### config.mk
export PLATFORM = sky130hd
export DESIGN_NAME = serial_chunk_adder
export DESIGN_NICKNAME = d
export VERILOG_FILES = /design/src/rtl/serial_chunk_adder_pkg.sv /design/src/rtl/serial_chunk_adder_fa_chunk.sv /design/src/rtl/serial_chunk_adder.sv
export SDC_FILE = /design/constraint.sdc
export NUM_CORES = 1
export LEC_CHECK = 0
export ABC_AREA = 1
export CORE_AREA = 5 5 92 94
export CTS_CLUSTER_SIZE = 40
export DETAILED_ROUTE_END_ITERATION = 6
export DIE_AREA = 0 0 97 99
export PLACE_DENSITY = 0.6
export REMOVE_ABC_BUFFERS = 1
export SLEW_MARGIN = 15
export SYNTH_ARGS = -nofsm -noshare
export SYNTH_HDL_FRONTEND = slang
export SYNTH_SLANG_ARGS = --single-unit
### constraint.sdc
create_clock -name clk -period 3.35 [get_ports clk]
set_input_delay 0.335 -clock clk [delete_from_list [all_inputs] [get_ports clk]]
set_output_delay 0.335 -clock clk [all_outputs]
set_load 0.05 [all_outputs]
### src/rtl/serial_chunk_adder_pkg.sv
//------------------------------------------------------------------------------
// Module   : serial_chunk_adder_pkg
// Purpose  : Shared definitions for the serial chunk adder: FSM state
//            encoding, operation codes and helpers that derive the chunk
//            count and chunk-index width from WIDTH and CHUNK.
// Ports    : none (package)
// Revision : 1.0 - initial release
//------------------------------------------------------------------------------
`default_nettype none

package serial_chunk_adder_pkg;

  typedef enum logic [1:0] {
    ST_IDLE = 2'd0,
    ST_BUSY = 2'd1,
    ST_DONE = 2'd2
  } state_e;

  localparam logic OP_ADD = 1'b0;
  localparam logic OP_SUB = 1'b1;

  // Number of CHUNK-bit slices making up a WIDTH-bit operand.
  function automatic int nchunk(input int width, input int chunk);
    return width / chunk;
  endfunction

  // Index counter width; kept at least 1 bit so WIDTH == CHUNK still
  // yields a legal vector.
  function automatic int idx_width(input int width, input int chunk);
    int n;
    n = width / chunk;
    return (n <= 1) ? 1 : $clog2(n);
  endfunction

endpackage

`default_nettype wire

### src/rtl/serial_chunk_adder_fa_chunk.sv
//------------------------------------------------------------------------------
// Module   : fa_chunk
// Purpose  : Purely combinational CHUNK-bit ripple of full-adder cells.
// Ports    : x, y  - CHUNK-bit addends
//            ci    - carry into bit 0
//            s     - CHUNK-bit sum
//            co    - carry out of the top bit
//            c_msb - carry into the top bit (for signed overflow)
// Revision : 1.0 - initial release
//------------------------------------------------------------------------------
`default_nettype none

module fa_chunk #(
  parameter int CHUNK = 4
) (
  input  logic [CHUNK-1:0] x,
  input  logic [CHUNK-1:0] y,
  input  logic             ci,
  output logic [CHUNK-1:0] s,
  output logic             co,
  output logic             c_msb
);

  always_comb begin
    logic w_carry;
    w_carry = ci;
    c_msb   = ci;
    s       = '0;
    for (int i = 0; i < CHUNK; i++) begin
      if (i == CHUNK - 1) begin
        c_msb = w_carry;
      end
      s[i]    = x[i] ^ y[i] ^ w_carry;
      w_carry = (x[i] & y[i]) | (x[i] & w_carry) | (y[i] & w_carry);
    end
    co = w_carry;
  end

endmodule

`default_nettype wire

### src/rtl/serial_chunk_adder.sv
//------------------------------------------------------------------------------
// Module   : serial_chunk_adder
// Purpose  : Multi-cycle WIDTH-bit adder/subtractor processing CHUNK bits per
//            clock, LSB chunk first, with the inter-chunk carry held in a
//            register. Valid/ready handshakes on both sides.
// Ports    : clk, rst          - clock, asynchronous active-high reset
//            in_valid/in_ready - operand handshake
//            op                - 0 add, 1 subtract (a - b)
//            a, b, cin         - operands and carry-in (cin ignored for sub)
//            out_valid/out_ready - result handshake
//            sum, cout, ovf    - result, carry out, signed overflow
//            busy              - operation in flight or result pending
// Revision : 1.0 - initial release
//------------------------------------------------------------------------------
`default_nettype none

module serial_chunk_adder
  import serial_chunk_adder_pkg::*;
#(
  parameter int WIDTH = 16,
  parameter int CHUNK = 4
) (
  input  logic             clk,
  input  logic             rst,
  input  logic             in_valid,
  output logic             in_ready,
  input  logic             op,
  input  logic [WIDTH-1:0] a,
  input  logic [WIDTH-1:0] b,
  input  logic             cin,
  output logic             out_valid,
  input  logic             out_ready,
  output logic [WIDTH-1:0] sum,
  output logic             cout,
  output logic             ovf,
  output logic             busy
);

  localparam int NCHUNK = nchunk(WIDTH, CHUNK);
  localparam int IDXW   = idx_width(WIDTH, CHUNK);

  localparam logic [1:0] S_IDLE = ST_IDLE;
  localparam logic [1:0] S_BUSY = ST_BUSY;
  localparam logic [1:0] S_DONE = ST_DONE;

  localparam logic [IDXW-1:0] c_last_idx = IDXW'(NCHUNK - 1);

  logic [1:0]       r_state;
  logic [WIDTH-1:0] r_a;
  logic [WIDTH-1:0] r_b;
  logic [WIDTH-1:0] r_sum;
  logic             r_carry;
  logic [IDXW-1:0]  r_idx;
  logic             r_cout;
  logic             r_ovf;

  int unsigned      w_base;
  logic [CHUNK-1:0] w_s;
  logic             w_co;
  logic             w_c_msb;
  logic             w_sub;

  assign w_base = int'(r_idx) * CHUNK;
  assign w_sub  = (op == OP_SUB);

  fa_chunk #(
    .CHUNK (CHUNK)
  ) u_fa_chunk (
    .x     (r_a[w_base +: CHUNK]),
    .y     (r_b[w_base +: CHUNK]),
    .ci    (r_carry),
    .s     (w_s),
    .co    (w_co),
    .c_msb (w_c_msb)
  );

  always_ff @(posedge clk or posedge rst) begin
    if (rst) begin
      r_state <= S_IDLE;
      r_a     <= '0;
      r_b     <= '0;
      r_sum   <= '0;
      r_carry <= 1'b0;
      r_idx   <= '0;
      r_cout  <= 1'b0;
      r_ovf   <= 1'b0;
    end else begin
      case (r_state)
        S_IDLE: begin
          if (in_valid) begin
            // Subtraction is a + ~b + 1: invert b and force the carry-in.
            r_a     <= a;
            r_b     <= w_sub ? ~b : b;
            r_carry <= w_sub ? 1'b1 : cin;
            r_idx   <= '0;
            r_state <= S_BUSY;
          end
        end
        S_BUSY: begin
          r_sum[w_base +: CHUNK] <= w_s;
          r_carry                <= w_co;
          if (r_idx == c_last_idx) begin
            r_cout  <= w_co;
            r_ovf   <= w_c_msb ^ w_co;
            r_state <= S_DONE;
          end else begin
            r_idx <= r_idx + 1'b1;
          end
        end
        S_DONE: begin
          if (out_ready) begin
            r_state <= S_IDLE;
          end
        end
        default: r_state <= S_IDLE;
      endcase
    end
  end

  assign in_ready  = (r_state == S_IDLE) & ~rst;
  assign out_valid = (r_state == S_DONE);
  assign busy      = (r_state != S_IDLE);
  assign sum       = r_sum;
  assign cout      = r_cout;
  assign ovf       = r_ovf;

endmodule

`default_nettype wire

The metal 2 layer:
The bar under the picture is 20 um long.
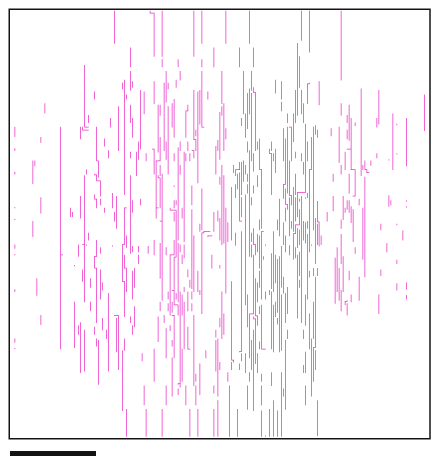
- nets with wire on the layer: 341
- longest straight run: 51.3 um
- share of all routed wire: 47%
- wire length on this layer: 2870 um
- main direction: vertical

Nets reached from selected ports:
The bar under the picture is 20 um long.
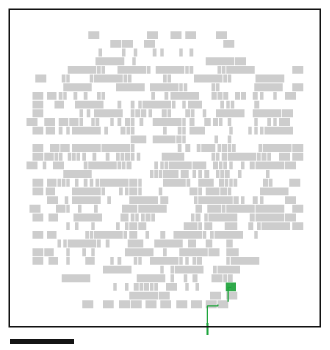
- green: rst (bits 1; direction input; edge bottom; end cells 2; buffers 1; wire 14.8 um)

Metal layers overlaid:
Two of the layers only.
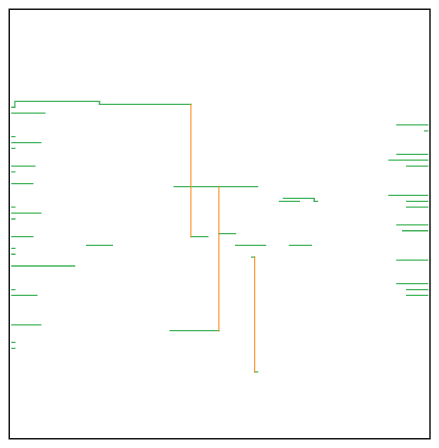
- orange: met4 (wire length 90.4 um)
- green: met3 (wire length 268 um)

Placement view:
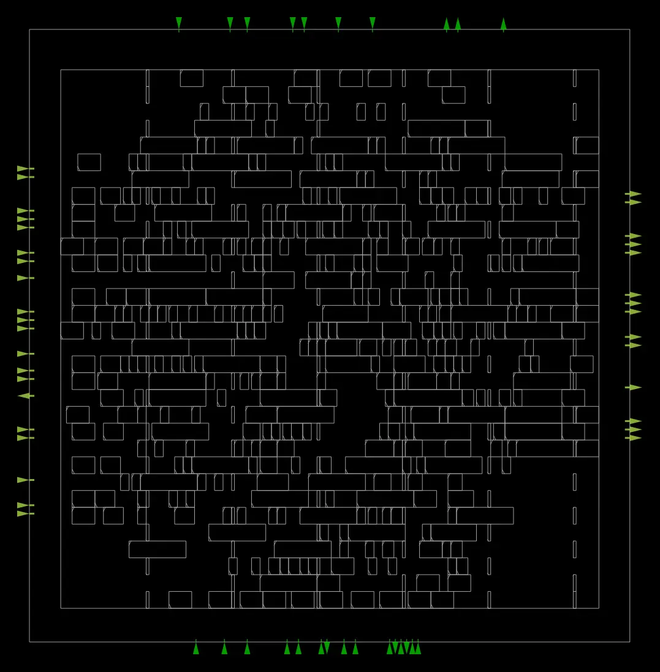
layout filler cell count: 747
flop share of the area: 37.9%
fin util: 48.0%
Well Taps: 102

==> layer usage <==
| layer | vias to the layer above | wire length [um] | track usage, % |
|---|---|---|---|
| li1 | 1205 | - | - |
| met1 | 1044 | 2930 | 17.5 |
| met2 | 51 | 2870 | 21.8 |
| met3 | 7 | 268 | 3.47 |
| met4 | 0 | 90 | 4.64 |
| met5 | - | 0 | 0 |
==> logic make-up (layout without fill, tap and decap cells) <==
family                   count (synthesis)  in the layout  share of synthesized area [%]
buffers and inverters                   44             97                           7.61
flip-flops                              55             55                           47.6
AND-OR/OR-AND                           25             25                           5.10
AND/OR/NAND/NOR                        208            208                           29.5
XOR/XNOR                                16             16                           4.84
adder cells (fa/ha/maj)                 10             10                           5.36
==> impl_metrics.ini <==
; generated from flow reports
[outcome]
outcome = completed

[floorplan]
die_h_um = 99
die_x_um = 97
coreArea_mm2 = 0.00757
chipArea_mm2 = 0.00960
rows = 32
pin_count = 59

[final_timing]
skew_ns = 0.00617
tightest_slew_ns = 0.944
hold_viol_final = 0
period_used_pct = 87.4
hold_ws_ns = 0.489
setup_violations = 0
maxSlewViolCount = 0

[critical_path]
r2r-start = r_idx[0]$_DFFE_PP0P_
crit_start = r_idx[0]$_DFFE_PP0P_
r2r_slack_ns = 0.42
crit_type = reg -> reg
start_kind = flop
slowest_delay_ns = 0.43
crit_end = sum[15]$_DFFE_PP0P_
critPathRequiredTime_ns = 3.56
path_cells = inv_2, o211ai_1, nand2_1, fa_1, inv_1, fa_1, fa_1, inv_1, fa_1, inv_1, nor2_1, nand2_1, inv_1, nand2_1, nand2_1
cp_num_cells = 15
rr_worst_depth = 15

[clock_tree]
clkTransAtPathRegs_ns = 0.09
cts-resized-gates = 0
cts_sinks = 55
cts_buffer_depth = 2
cts_tree = yes
clk_latency_ns = 0.31
numCtsBuffers = 5
hold_buffers = 0

[cells_and_area]
seq_cells = 55
mostFrequentLayoutCells = 168 x nand2_1, 58 x clkdlybuf4s50_1, 55 x dfrtp_1
inv_count = 29
num-multi-input-gates = 259
nNonClkBuffers = 60
buf_share_pct = 16.4
clk_share_pct = 3.24
largestClassByArea = flip-flops and latches
fin_cells = 513
antenna_cells = 0
nNetsFinal = 458
drive_gt1_share_pct = 4.62
lay_top_count = nand2_1
clock_buffers = 6

[flow_run]
maxCapViolCount = 0
warnings = 30

[pwr]
clockPowerShare_pct = 12.5
power_leader = combinational cells
finalPower_w = 0.00364
intPower_w = 0.00190
powerDensity_mw_per_mm2 = 1000
p_clk_w = 0.000455
seq_power_share_pct = 30.7
p_sw_share_pct = 48.0
pwr-share-comb_pct = 56.9
power_leakage_nw = 1.82
pg_comb_w = 0.00207

[drt]
drtIter0Drc = 76
num_vias = 2307
wirelength_mm = 6.16
wl_per_cell_um = 12.0
firstDrtPassIters = 4
ant_nets = 0

[yosys]
synth_area_mm2 = 0.00289
top_area_cell = dfrtp_1
numSynthFlops = 55
yosysCellCount = 358
edf_count = 0
ys_top_cells_by_area = dfrtp_1 48%, nand2_1 22%, xor2_1 4.8%
asyncSetResetFlopFracSynth_pct = 100
avgSynthCellArea_um2 = 8.08
synth_cells = 358
ys_area_mm2 = 0.00289

[hold_path]
whs_endpoint = sum[5]$_DFFE_PP0P_
hold_start = sum[5]$_DFFE_PP0P_
hold_depth = 2

[placement]
place_area_mm2 = 0.00351
pre_cts_ws_ns = 0.426
place_congestion = 0.804
port_buffers = 58

[grt]
grt-ovfl-total = 0
grt_use_total_pct = 13.4
antenna_found_initial = 0
grt_pass1_wl_mm = 10.7
Power and IR drop assume default switching activity.
